===== config.mk =====
export PLATFORM = sky130hd
export DESIGN_NAME = pbus_master
export DESIGN_NICKNAME = d
export VERILOG_FILES = /design/src/rtl/pbus_pkg.sv /design/src/rtl/pbus_down_counter.sv /design/src/rtl/pbus_master.sv
export SDC_FILE = /design/constraint.sdc
export NUM_CORES = 1
export LEC_CHECK = 0
export ABC_AREA = 1
export CORE_UTILIZATION = 44
export CTS_CLUSTER_DIAMETER = 150
export DETAILED_ROUTE_END_ITERATION = 7
export HOLD_SLACK_MARGIN = 0.02
export PLACE_DENSITY_LB_ADDON = 0.15
export REMOVE_ABC_BUFFERS = 1
export SLEW_MARGIN = 20
export SYNTH_ARGS = -nofsm -noshare
export SYNTH_HDL_FRONTEND = slang
export SYNTH_SLANG_ARGS = --single-unit
export TNS_END_PERCENT = 1

===== constraint.sdc =====
create_clock -name Clk -period 10.3 [get_ports Clk]
set_clock_uncertainty 0.1 [all_clocks]
set_input_delay 2.575 -clock Clk [delete_from_list [all_inputs] [get_ports Clk]]
set_output_delay 2.575 -clock Clk [all_outputs]
set_load 0.01 [all_outputs]

===== src/rtl/pbus_pkg.sv =====
// Shared definitions for the PBus initiator: FSM state encoding, strobe levels, default widths.
// Latency: n/a (types and constants only).
// Backpressure: n/a.
package pbus_pkg;

    typedef enum logic [1:0] {
        ST_BUSRST  = 2'd0,
        ST_IDLE    = 2'd1,
        ST_STROBE  = 2'd2,
        ST_RECOVER = 2'd3
    } pbus_state_e;

    // PBus strobes are active low
    localparam logic STROBE_IDLE   = 1'b1;
    localparam logic STROBE_ACTIVE = 1'b0;

    localparam int PBUS_ADDR_W = 16;
    localparam int PBUS_DATA_W = 32;

    localparam int WAIT_CNT_W = 8;
    localparam int REC_CNT_W  = 4;
    localparam int RST_CNT_W  = 8;

endpackage


===== src/rtl/pbus_down_counter.sv =====
// Loadable down-counter that saturates at zero and flags it; used for wait, recovery and reset-stretch timing.
// Latency: load/decrement take effect on the next Clk edge; zero is decoded from the register.
// Backpressure: none; load has priority over decrement.
//   clk/rst   : clock, asynchronous active-high reset (count returns to RST_VAL)
//   load_en   : load load_val on the next edge
//   dec_en    : decrement by one on the next edge (ignored at zero)
//   zero      : count is zero
module pbus_down_counter #(
    parameter int             W       = 8,
    parameter logic [W-1:0]   RST_VAL = '0
) (
    input  logic         clk,
    input  logic         rst,
    input  logic         load_en,
    input  logic [W-1:0] load_val,
    input  logic         dec_en,
    output logic         zero
);

    logic [W-1:0] count_q;
    logic [W-1:0] count_d;

    always_comb begin
        count_d = count_q;
        if (load_en) begin
            count_d = load_val;
        end else if (dec_en && (count_q != '0)) begin
            count_d = count_q - W'(1);
        end
    end

    always_ff @(posedge clk or posedge rst) begin
        if (rst) begin
            count_q <= RST_VAL;
        end else begin
            count_q <= count_d;
        end
    end

    assign zero = (count_q == '0);

endmodule


===== src/rtl/pbus_master.sv =====
// PBus initiator: turns one valid/ready request into one PBusRDN/PBusWRN strobe cycle, stretches bus reset, reports timeouts.
// Latency: strobe visible the cycle after the accept edge; zero-wait completion pulses RspValid two cycles after the accept cycle.
// Backpressure: ReqReady is high only in IDLE; low through bus reset, the strobe and RECOVERY cycles afterwards.
//   Req*        : request port (ReqValid/ReqReady handshake, ReqWrite, ReqAddr, ReqWData)
//   Rsp*        : completion pulse RspValid, RspRData (reads), RspTimeout (abort)
//   PBus*       : bus side; all outputs registered, strobes and PBusReadyN active low
module pbus_master
    import pbus_pkg::*;
#(
    parameter int ADDR_WIDTH   = PBUS_ADDR_W,
    parameter int DATA_WIDTH   = PBUS_DATA_W,
    parameter int TIMEOUT      = 15,
    parameter int RECOVERY     = 2,
    parameter int RESET_CYCLES = 4
) (
    input  logic                  Clk,
    input  logic                  Reset,
    input  logic                  ReqValid,
    output logic                  ReqReady,
    input  logic                  ReqWrite,
    input  logic [ADDR_WIDTH-1:0] ReqAddr,
    input  logic [DATA_WIDTH-1:0] ReqWData,
    output logic                  RspValid,
    output logic [DATA_WIDTH-1:0] RspRData,
    output logic                  RspTimeout,
    output logic                  PBusResetN,
    output logic                  PBusRDN,
    output logic                  PBusWRN,
    output logic [ADDR_WIDTH-1:0] PBusAddr,
    output logic [DATA_WIDTH-1:0] PBusDataOut,
    output logic                  PBusDataOE,
    input  logic [DATA_WIDTH-1:0] PBusDataIn,
    input  logic                  PBusReadyN
);

    // Counters are loaded with N-1 so that the zero flag marks the N-th edge
    localparam logic [WAIT_CNT_W-1:0] WAIT_LOAD = WAIT_CNT_W'(TIMEOUT - 1);
    localparam logic [REC_CNT_W-1:0]  REC_LOAD  = REC_CNT_W'(RECOVERY - 1);
    localparam logic [RST_CNT_W-1:0]  RST_LOAD  = RST_CNT_W'(RESET_CYCLES - 1);

    pbus_state_e           state_q, state_d;
    logic                  req_ready_q, req_ready_d;
    logic                  rsp_valid_q, rsp_valid_d;
    logic                  rsp_timeout_q, rsp_timeout_d;
    logic [DATA_WIDTH-1:0] rsp_rdata_q, rsp_rdata_d;
    logic                  bus_reset_n_q, bus_reset_n_d;
    logic                  rd_n_q, rd_n_d;
    logic                  wr_n_q, wr_n_d;
    logic [ADDR_WIDTH-1:0] addr_q, addr_d;
    logic [DATA_WIDTH-1:0] wdata_q, wdata_d;
    logic                  oe_q, oe_d;

    logic rst_zero, wait_zero, rec_zero;
    logic accept, ready_seen, timed_out, xfer_done;

    assign accept     = (state_q == ST_IDLE) && req_ready_q && ReqValid;
    assign ready_seen = (state_q == ST_STROBE) && !PBusReadyN;
    // A ready on the timeout edge takes precedence over the abort
    assign timed_out  = (state_q == ST_STROBE) && PBusReadyN && wait_zero;
    assign xfer_done  = ready_seen || timed_out;

    // Reset stretch: starts at RESET_CYCLES-1 straight out of reset, only reloaded by Reset
    pbus_down_counter #(.W(RST_CNT_W), .RST_VAL(RST_LOAD)) u_rst_cnt (
        .clk      (Clk),
        .rst      (Reset),
        .load_en  (1'b0),
        .load_val ('0),
        .dec_en   ((state_q == ST_BUSRST) && !rst_zero),
        .zero     (rst_zero)
    );

    pbus_down_counter #(.W(WAIT_CNT_W), .RST_VAL('0)) u_wait_cnt (
        .clk      (Clk),
        .rst      (Reset),
        .load_en  (accept),
        .load_val (WAIT_LOAD),
        .dec_en   ((state_q == ST_STROBE) && PBusReadyN),
        .zero     (wait_zero)
    );

    pbus_down_counter #(.W(REC_CNT_W), .RST_VAL('0)) u_rec_cnt (
        .clk      (Clk),
        .rst      (Reset),
        .load_en  (xfer_done),
        .load_val (REC_LOAD),
        .dec_en   (state_q == ST_RECOVER),
        .zero     (rec_zero)
    );

    // State and output registers
    always_ff @(posedge Clk or posedge Reset) begin
        if (Reset) begin
            state_q       <= ST_BUSRST;
            req_ready_q   <= 1'b0;
            rsp_valid_q   <= 1'b0;
            rsp_timeout_q <= 1'b0;
            rsp_rdata_q   <= '0;
            bus_reset_n_q <= 1'b0;
            rd_n_q        <= STROBE_IDLE;
            wr_n_q        <= STROBE_IDLE;
            addr_q        <= '0;
            wdata_q       <= '0;
            oe_q          <= 1'b0;
        end else begin
            state_q       <= state_d;
            req_ready_q   <= req_ready_d;
            rsp_valid_q   <= rsp_valid_d;
            rsp_timeout_q <= rsp_timeout_d;
            rsp_rdata_q   <= rsp_rdata_d;
            bus_reset_n_q <= bus_reset_n_d;
            rd_n_q        <= rd_n_d;
            wr_n_q        <= wr_n_d;
            addr_q        <= addr_d;
            wdata_q       <= wdata_d;
            oe_q          <= oe_d;
        end
    end

    // Next state
    always_comb begin
        state_d = state_q;
        unique case (state_q)
            ST_BUSRST:  if (rst_zero)  state_d = ST_IDLE;
            ST_IDLE:    if (accept)    state_d = ST_STROBE;
            ST_STROBE:  if (xfer_done) state_d = ST_RECOVER;
            ST_RECOVER: if (rec_zero)  state_d = ST_IDLE;
            default:                   state_d = ST_BUSRST;
        endcase
    end

    // Next values of the registered outputs
    always_comb begin
        req_ready_d   = req_ready_q;
        rsp_valid_d   = 1'b0;
        rsp_timeout_d = 1'b0;
        rsp_rdata_d   = rsp_rdata_q;
        bus_reset_n_d = bus_reset_n_q;
        rd_n_d        = rd_n_q;
        wr_n_d        = wr_n_q;
        addr_d        = addr_q;
        wdata_d       = wdata_q;
        oe_d          = oe_q;
        unique case (state_q)
            ST_BUSRST: begin
                // ReqReady stays low on the release edge; it rises one edge into IDLE
                req_ready_d = 1'b0;
                if (rst_zero) begin
                    bus_reset_n_d = 1'b1;
                end
            end
            ST_IDLE: begin
                if (accept) begin
                    req_ready_d = 1'b0;
                    addr_d      = ReqAddr;
                    wdata_d     = ReqWData;
                    if (ReqWrite) begin
                        wr_n_d = STROBE_ACTIVE;
                        oe_d   = 1'b1;
                    end else begin
                        rd_n_d = STROBE_ACTIVE;
                    end
                end else begin
                    req_ready_d = 1'b1;
                end
            end
            ST_STROBE: begin
                req_ready_d = 1'b0;
                if (xfer_done) begin
                    rd_n_d        = STROBE_IDLE;
                    wr_n_d        = STROBE_IDLE;
                    oe_d          = 1'b0;
                    rsp_valid_d   = 1'b1;
                    rsp_timeout_d = !ready_seen;
                    // The active read strobe tells us this is a read
                    if (ready_seen && (rd_n_q == STROBE_ACTIVE)) begin
                        rsp_rdata_d = PBusDataIn;
                    end
                end
            end
            ST_RECOVER: begin
                req_ready_d = rec_zero;
            end
            default: begin
                req_ready_d = 1'b0;
            end
        endcase
    end

    assign ReqReady    = req_ready_q;
    assign RspValid    = rsp_valid_q;
    assign RspTimeout  = rsp_timeout_q;
    assign RspRData    = rsp_rdata_q;
    assign PBusResetN  = bus_reset_n_q;
    assign PBusRDN     = rd_n_q;
    assign PBusWRN     = wr_n_q;
    assign PBusAddr    = addr_q;
    assign PBusDataOut = wdata_q;
    assign PBusDataOE  = oe_q;

endmodule


Run 1, routing congestion map:
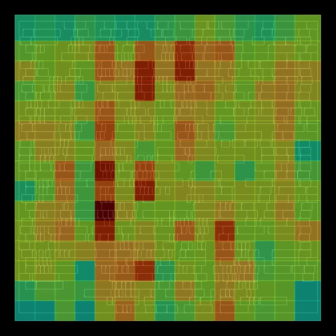
Most Crowded Layer GR: met2
fin util: 65.0%
met2 Track Usage GR: 32.0%
met1 Track Usage GR: 27.3%
met3 Use GR: 4.58%

Run 1, cell area per tile:
Scale: 2 px per um. The die is cut into 11 by 11 equal tiles; white is low, dark blue is high, 0 to 100% covered.
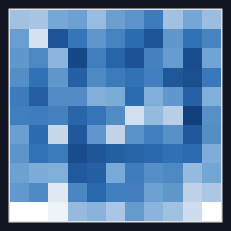
tiles over 75% full: 22%
mean over tiles: 59%
fullest tile: 94%
nearly empty tiles: 2.5%
Core Area: 0.0104 mm^2
Core Util at FP: 45.5%

==> impl_metrics.py, run 1 <==
# Auto-generated metrics
metrics = {
    "placed_design": {
        "gp_congestion": 0.780,
        "io_buffers": 171,
        "dp_hpwl_um": 7650,
    },
    "min_path": {
        "min_path_type": "reg2reg",
    },
    "finish": {
        "drive_gt1_share_pct": 7.78,
        "n_fill_cell": 834,
        "final_nets": 732,
        "mostFrequentLayoutCell": "nand2_1",
    },
    "clock_tree": {
        "cts_made_buffers": 9,
        "clock.latency.late_pin_ns": 0.36,
        "hold_buffers": 0,
        "cts_tree": "yes",
    },
    "final_timing": {
        "finalSetupTns_ns": 0,
        "max_slew_margin_pct": 39.2,
        "hold_viol_final": 0,
    },
    "setup_path": {
        "cp_common_cell": "nand2_1",
        "critPathMaxFanout": 56,
        "required_ns": 10.46,
        "end_kind": "flip-flop",
        "critical-path-max-stage-delay_ns": 0.72,
    },
    "power": {
        "p_total_mw": 1.81,
        "power.density_mw_per_mm2": 269,
    },
    "drt": {
        "wl_per_cell_um": 13.7,
    },
    "synthesis": {
        "top_area_share_pct": 55.7,
        "area_leaders": "dfrtp_1, nand2_1, mux2_1, ha_1, dfstp_2",
        "top_area_cell": "dfrtp_1",
        "ys_seq_share_pct": 57.9,
        "synth_stat.cells": 469,
        "yosys_warnings": 0,
    },
    "global_routing": {
        "grt_pass1_wl_um": 17800,
        "grt.overflow.total": 0,
        "antenna_found_initial": 0,
    },
    "floorplanning": {
        "dieArea_mm2": 0.0111,
    },
    "status": {
        "status": "finished clean",
    },
}
Run 1, supply network:
Scale: 4 px per um. Pins as bars on the die edge.
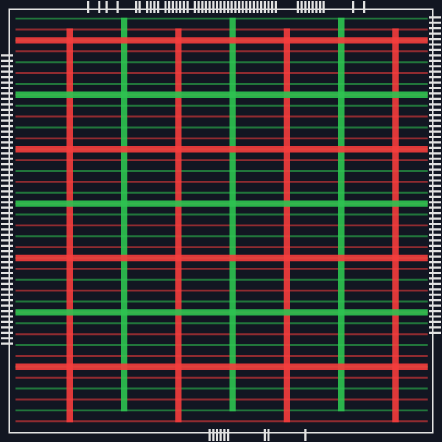
[green] VDD
[red] VSS
met4 straps: 7
met1 rails: 38
rows: 37
worst vdd ir: 0.000132 V
Die X: 106 um
Die H: 106 um

Run 1, M4 wires:
Scale: 4 px per um.
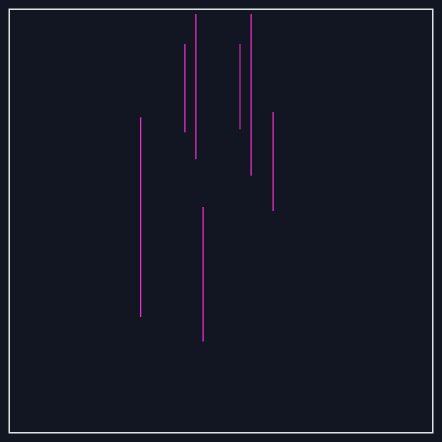
wire length on this layer: 226 um
share of all routed wire: 2.1%
longest straight run: 49.6 um
routed vias: 3689
final WL: 10600 um

## run 1: critical path, delay by kind of cell
| family | cells | cell delay [ns] |
|---|---|---|
| buffers and inverters | 3 | 1.50 |
| and+or+nand+nor | 6 | 0.62 |
## run 1: per-layer routing
layer | share of wire (%) | up-vias | global-route usage (%)
met5 | 0 | - | 0
met4 | 2.1 | 0 | 8.53
met3 | 6.5 | 15 | 4.58
met2 | 46 | 147 | 32.0
met1 | 46 | 1727 | 27.3
li1 | - | 1800 | -
## run 1: synthesized netlist by cell type
master / number
dfstp_2: 4
o21ai_1: 4
buf_4: 1
nor2_2: 3
o21ai_2: 1
dfrtp_1: 105
buf_2: 11
mux2_2: 2
a21oi_1: 2
nand3_4: 1
nand2_1: 189
o21ai_0: 7
nor2_4: 4
mux2_1: 30
nand4_1: 3
o21a_1: 2
nand2_2: 4
nor3_1: 2
nand2_4: 1
inv_2: 5
nor2_8: 4
nand3b_4: 1
inv_1: 25
a21boi_4: 1
ha_1: 9
buf_6: 3
a21o_1: 1
nor2_1: 18
xor2_1: 3
xnor2_1: 5
nand3_1: 17
o21bai_1: 1
## run 1: cell families after synthesis
| logic type | Yosys count | share of synthesized area (%) |
|---|---|---|
| adder cells (fa/ha/maj) | 9 | 2.39 |
| XOR/XNOR | 8 | 1.49 |
| buffers and inverters | 45 | 4.43 |
| AND-OR/OR-AND | 19 | 2.60 |
| multiplexers | 32 | 7.64 |
| AND/OR/NAND/NOR | 247 | 23.5 |
| flip-flops | 109 | 57.9 |
## run 1: metrics by stage
step                hold WS, ns  worst slack, ns
floorplan                 0.352             4.76
global placement          0.349             5.39
detailed placement        0.352             5.35
CTS                       0.374             5.74
global route              0.394             5.53
finish                    0.371             5.71
## run 1: sequential cells by signal, summed over array words and instances (netlist names)
name and cells:
u_rst_cnt.count_q 8, PBusWRN 1, PBusResetN 1, ReqReady 1, u_rec_cnt.count_q 4, PBusDataOE 1, RspRData 32, state_q 2
RspValid 1, PBusAddr 16, RspTimeout 1, u_wait_cnt.count_q 8, PBusRDN 1, PBusDataOut 32
## run 1: power groups by stage
stage | registers [mW] | logic (mW) | clock network (mW)
after CTS | 0.714 | 0.833 | 0.288
after global routing | 0.740 | 0.902 | 0.306
after floorplan | 0.785 | 0.326 | 0
after detailed placement | 0.718 | 0.831 | 0
final | 0.713 | 0.822 | 0.278
after global placement | 0.715 | 0.809 | 0
## run 1: cell type report
class | instances | area, um^2 | share of cell area (%)
Clock buffer | 10 | 128 | 1.89
Clock inverter | 6 | 86.3 | 1.28
Inverter | 30 | 115 | 1.71
Multi-Input combinational cell | 315 | 1780 | 26.4
Sequential cell | 109 | 2730 | 40.6
Tap cell | 136 | 170 | 2.53
Timing Repair Buffer | 173 | 1730 | 25.6
## run 1: path summary, 6_finish.rpt
kind / depth (start not counted) / end / start
worst max-delay path: 9 / state_q[0] / ReqValid
worst min-delay path: 1 / PBusResetN / PBusResetN
worst max register to register: 10 / state_q[0] / state_q[1]
worst min register to register: 1 / PBusResetN / PBusResetN
max in group asynchronous: 3 / state_q[1] / Reset
min in group asynchronous: 2 / RspRData[5] / Reset
Run 1, routed clock nets over the placement:
Scale: 6 px per um.
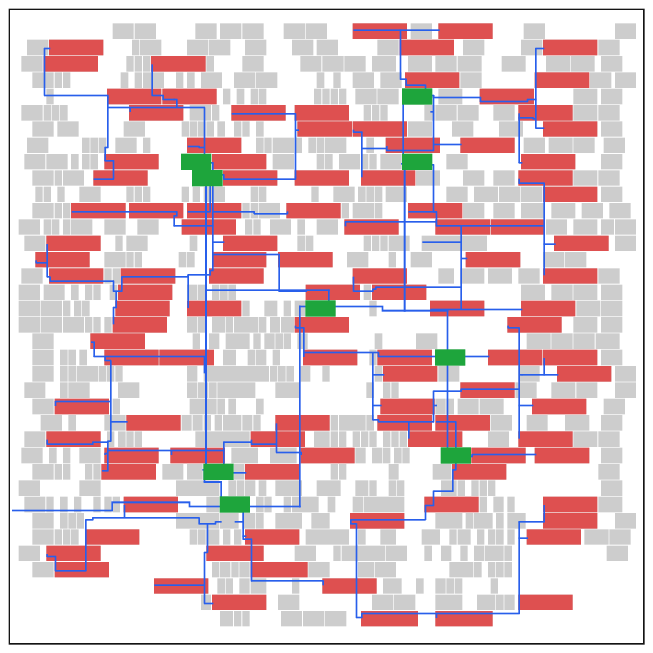

==> run 2, diff against run 1 <==
Clock period 10.3 ns to 4.42 ns, I/O delays scaled along.
Run 2, routed clock nets over the placement:
Scale: 6 px per um.
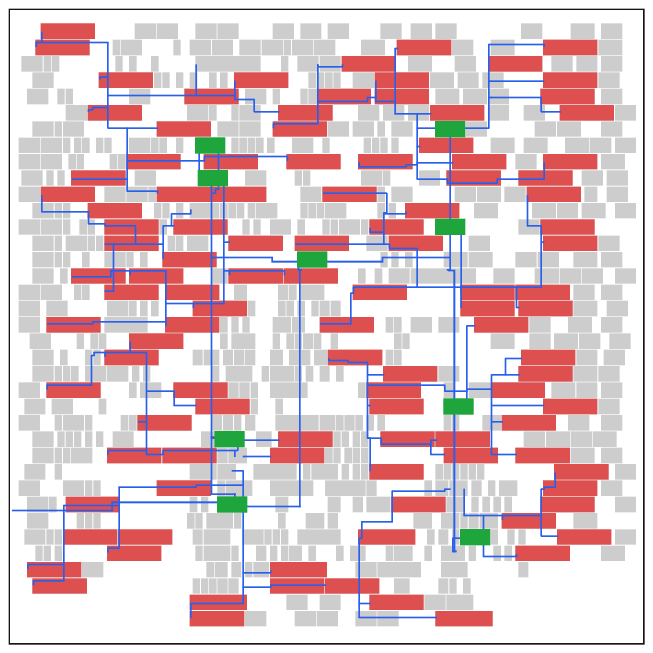
[red] flip-flops | count: 109
[blue] clock wires | length: 1310 um
[green] clock drivers | count: 9
flops lie: spread over the die
P_clk: 687 uW
clk ins delay skew pair: 0.37 ns
clock power share: 16.1%

Run 2, cell area per tile:
Scale: 2 px per um. The die is cut into 11 by 11 equal tiles; white is low, dark blue is high, 0 to 100% covered.
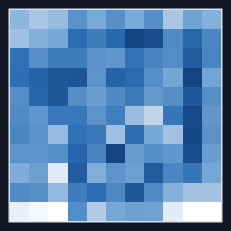
nearly empty tiles: 2.5%
fullest tile: 92%
tiles over 75% full: 22%
fin util: 65.3%

Run 2, routing congestion map:
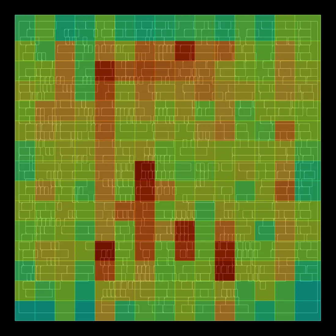
GRT Overall Usage: 20.9%
met1 Track Usage GR: 27.2%
WL per Instance: 13.8 um

==> run 2 against run 1 <==
  * Sequential power up 130%
  * Total power rose by 140%
  * Register-to-register slack got worse by 5.2 ns
  * Combinational power is 130% higher
==> impl_metrics.py, run 2 <==
# Auto-generated metrics
metrics = {
    "setup_path": {
        "critical-path-max-stage-delay_ns": 0.56,
        "cp_top_family": "flip-flops",
        "r2r_start": "state_q[1]",
        "critPathMaxFanout": 3,
        "end_kind": "output pin",
        "required_ns": 3.21,
        "path_depth": 1,
        "cp.buffers_inverters": 1,
        "r2r_cells": 8,
    },
    "finish": {
        "drive_gt1_share_pct": 8.07,
    },
    "synthesis": {
        "common_cells": "nand2_1, dfrtp_1, mux2_1",
        "edf_count": 0,
        "top_area_cell": "dfrtp_1",
        "area_leaders": "dfrtp_1, nand2_1, mux2_1, ha_1, dfstp_2",
        "synth_top_cell_by_count": "nand2_1",
        "top_area_share_pct": 55.7,
        "yosys_warnings": 0,
        "synthArstFlopShare_pct": 100,
    },
    "final_timing": {
        "hold_viol_final": 0,
        "max_slew_margin_pct": 61.1,
        "finalSetupTns_ns": 0,
    },
    "placed_design": {
        "io_buffers": 171,
    },
    "drt": {
        "highest_layer": "met4",
        "wl_met2_um": 4990,
        "route.met3.wl_um": 812,
    },
    "global_routing": {
        "grt.overflow.total": 0,
        "grt_pass1_wl_um": 18200,
        "antenna_found_initial": 0,
    },
    "floorplanning": {
        "dieArea_mm2": 0.0111,
        "die-width_um": 106,
    },
    "power": {
        "p_total_mw": 4.27,
        "power.density_mw_per_mm2": 630,
    },
    "clock_tree": {
        "cts_tree": "yes",
    },
    "status": {
        "status": "finished clean",
    },
}
run 2: cell counts after synthesis:
No cell type changed its count.
run 2: cells by family after synthesis:
family                     Yosys count  synth area share, %
muxes                               32                 7.64
and+or+nand+nor                    247                 23.5
AOI/OAI and AO/OA                   19                 2.60
adders and majority gates            9                 2.39
DFF                                109                 57.9
buffers and inverters               45                 4.43
xor gates and xnor gates             8                 1.49
run 2: where the power goes:
part,switching (mW),leakage (nW),internal [mW]
sequential,0.248,1.35,1.42
clock,0.348,0.117,0.339
combinational,0.879,1.78,1.03
total,1.47,3.24,2.80
run 2: worst reg2reg max path: stages (launching register included):
cell	delay, ns
dfrtp_1	0.42
inv_1	0.12
ha_1	0.27
nand3_2	0.10
inv_2	0.38
buf_4	0.39
nor2_4	0.08
inv_2	0.06
o21ai_1	0.05
run 2: through the flow:
step | setup WS, ns | utilization (%)
6_report | 1.76 | 65.3
2_1_floorplan | 0.348 | -
4_1_cts | 1.74 | 65.3
5_1_grt | 1.73 | 65.3
3_3_place_gp | 1.58 | 63.1
3_5_place_dp | 1.53 | 63.1
run 2: final cells by class:
cell class | count | area (um^2) | share of cell area (%)
Clock inverter | 6 | 91.3 | 1.35
Clock buffer | 10 | 138 | 2.03
Timing Repair Buffer | 174 | 1750 | 25.8
Tap cell | 136 | 170 | 2.51
Inverter | 30 | 115 | 1.70
Sequential cell | 109 | 2730 | 40.3
Multi-Input combinational cell | 315 | 1780 | 26.3
run 2: worst min path at each step:
stage,start,slack (ns),to
floorplan,u_rst_cnt.count_q[1],0.35,u_rst_cnt.count_q[1]
global placement,PBusResetN,0.34,PBusResetN
detailed placement,PBusResetN,0.34,PBusResetN
CTS,PBusResetN,0.37,PBusResetN
global route,u_rst_cnt.count_q[1],0.40,u_rst_cnt.count_q[1]
finish,PBusResetN,0.36,PBusResetN
run 2: per-layer routing:
layer | global-route usage, % | vias up
met4 | 8.33 | 0
met3 | 5.32 | 13
met5 | 0 | -
met2 | 33.4 | 135
li1 | - | 1804
met1 | 27.2 | 1700
Run 2, M4 wires:
Scale: 4 px per um.
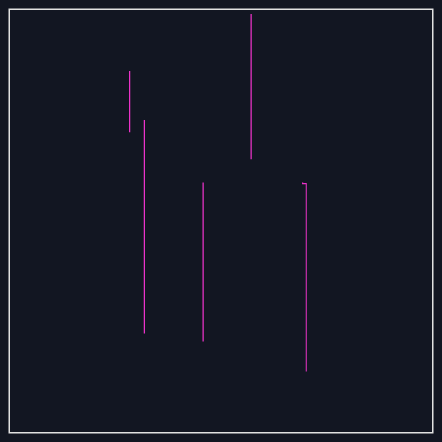

==> run 3, diff against run 2 <==
Settings changed: CORE_UTILIZATION 44 to 40.
Clock period 4.42 ns to 2.4 ns, I/O delays scaled along.
Run 3, M4 wires:
Scale: 3 px per um.
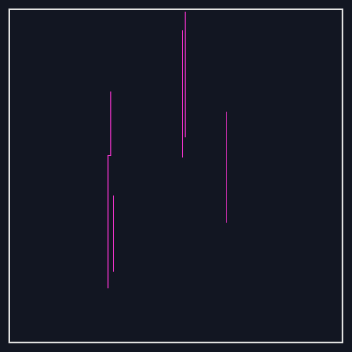
nets with wire on the layer: 4
longest straight run: 44.1 um
share of all routed wire: 1.9%
main direction: vertical
wire length on this layer: 212 um
final WL: 11000 um
routed vias: 3715

Run 3, routed clock nets over the placement:
Scale: 4 px per um.
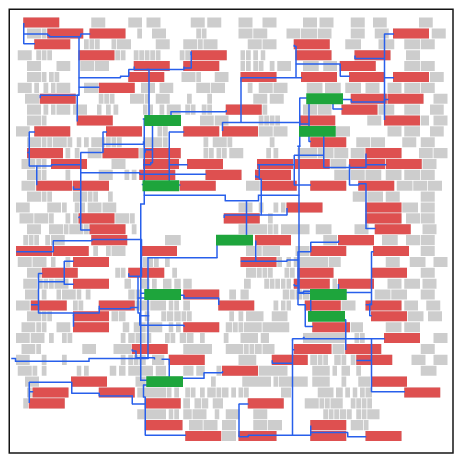
[green] clock drivers | count: 9
[blue] clock wires | length: 1280 um
[red] flip-flops | count: 109
flops lie: spread over the die
clk ins delay skew pair: 0.34 ns
clock power share: 18.5%
P_clk: 1.51 mW

==> run 3 against run 2 <==
  * Non-clock buffer count grew 4
  * Largest power group unchanged
  * Sequential share of layout area fell by 0.88 points
  * Via count increased by 1.7%
  * Critical path type unchanged
  * Setup slack lost 1.5 ns
==> impl_metrics.py, run 3 <==
# Auto-generated metrics
metrics = {
    "status": {
        "status": "finished clean",
    },
    "synthesis": {
        "ys_seq_share_pct": 57.9,
        "synth-simple-area-share_pct": 23.5,
        "common_cells": "nand2_1, dfrtp_1, mux2_1",
    },
    "global_routing": {
        "antenna_found_initial": 0,
        "grt.overflow.total": 0,
        "grt_pass1_wl_um": 18900,
    },
    "final_timing": {
        "finalSetupTns_ns": 0,
        "holdWs_ns": 0.363,
        "max_slew_margin_pct": 75.6,
    },
    "setup_path": {
        "required_ns": 1.70,
        "critical-path-max-stage-delay_ns": 0.55,
        "critPathMaxFanout": 3,
        "end_kind": "output pin",
        "r2r_cells": 5,
        "cp_top_family": "flip-flops",
    },
    "finish": {
        "drive_gt1_share_pct": 8.33,
        "mostFrequentLayoutCell": "nand2_1",
    },
    "min_path": {
        "holdCritStartpoint": "PBusWRN",
        "holdPathStages": 2,
    },
    "placed_design": {
        "io_buffers": 171,
        "gp_congestion": 0.780,
    },
    "power": {
        "p_total_mw": 8.15,
    },
    "floorplanning": {
        "die_h_um": 111,
        "dieArea_mm2": 0.0122,
    },
}
Run 3, cell area per tile:
Scale: 2 px per um. The die is cut into 11 by 11 equal tiles; white is low, dark blue is high, 0 to 100% covered.
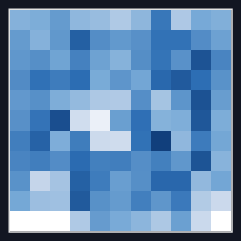
mean over tiles: 55%
emptiest ninth of the die: lower left
nearly empty tiles: 3.3%
tiles over 75% full: 13%
fin util: 60.4%
Core Area: 0.0115 mm^2
Core Util at FP: 41.1%

==> run 3: cell count changes in the layout (fill, tap and decap cells not counted) <==
cell,change
bufinv_16,-1
buf_4,+1
clkbuf_8,-8
inv_6,-2
clkbuf_1,+2
buf_12,+3
clkbuf_16,+9
==> run 3: worst max-delay path by stage <==
stage | startpoint | endpoint | depth (start not counted) | slack [ns]
floorplan | Reset | PBusAddr[0] | 1 | -1.17
global placement | PBusReadyN | RspRData[29] | 5 | 0.27
detailed placement | PBusReadyN | RspRData[12] | 5 | 0.23
CTS | PBusRDN | PBusRDN | 1 | 0.26
global route | PBusRDN | PBusRDN | 1 | 0.23
finish | PBusRDN | PBusRDN | 1 | 0.28
==> run 3: layer usage <==
layer  part of all wire (%)  vias to the layer above
li1                       -                     1811
met1                     44                     1759
met2                     47                      131
met3                    7.1                       14
met4                    1.9                        0
met5                      0                        -
==> run 3: area by class of cell <==
cell class	instances	area, um^2
tap	143	179
multi-input combinational	315	1780
clock inverter	3	43.8
timing repair buffer	178	1810
fill	950	4540
inverter	30	115
sequential	109	2730
clock buffer	13	260
==> run 3: cells by family after synthesis <==
group | count (synthesis)
and+or+nand+nor | 247
AOI/OAI and AO/OA | 19
muxes | 32
adders and majority gates | 9
DFF | 109
xor gates and xnor gates | 8
buffers and inverters | 45
==> run 3: report_power, final <==
group / total [mW] / internal [mW] / switching, mW / leakage (nW)
clock: 1.51 / 0.868 / 0.642 / 0.150
sequential: 3.08 / 2.63 / 0.451 / 1.35
combinational: 3.56 / 1.93 / 1.63 / 1.81
Power figures rest on the tool's default switching activity, not on a simulated workload.
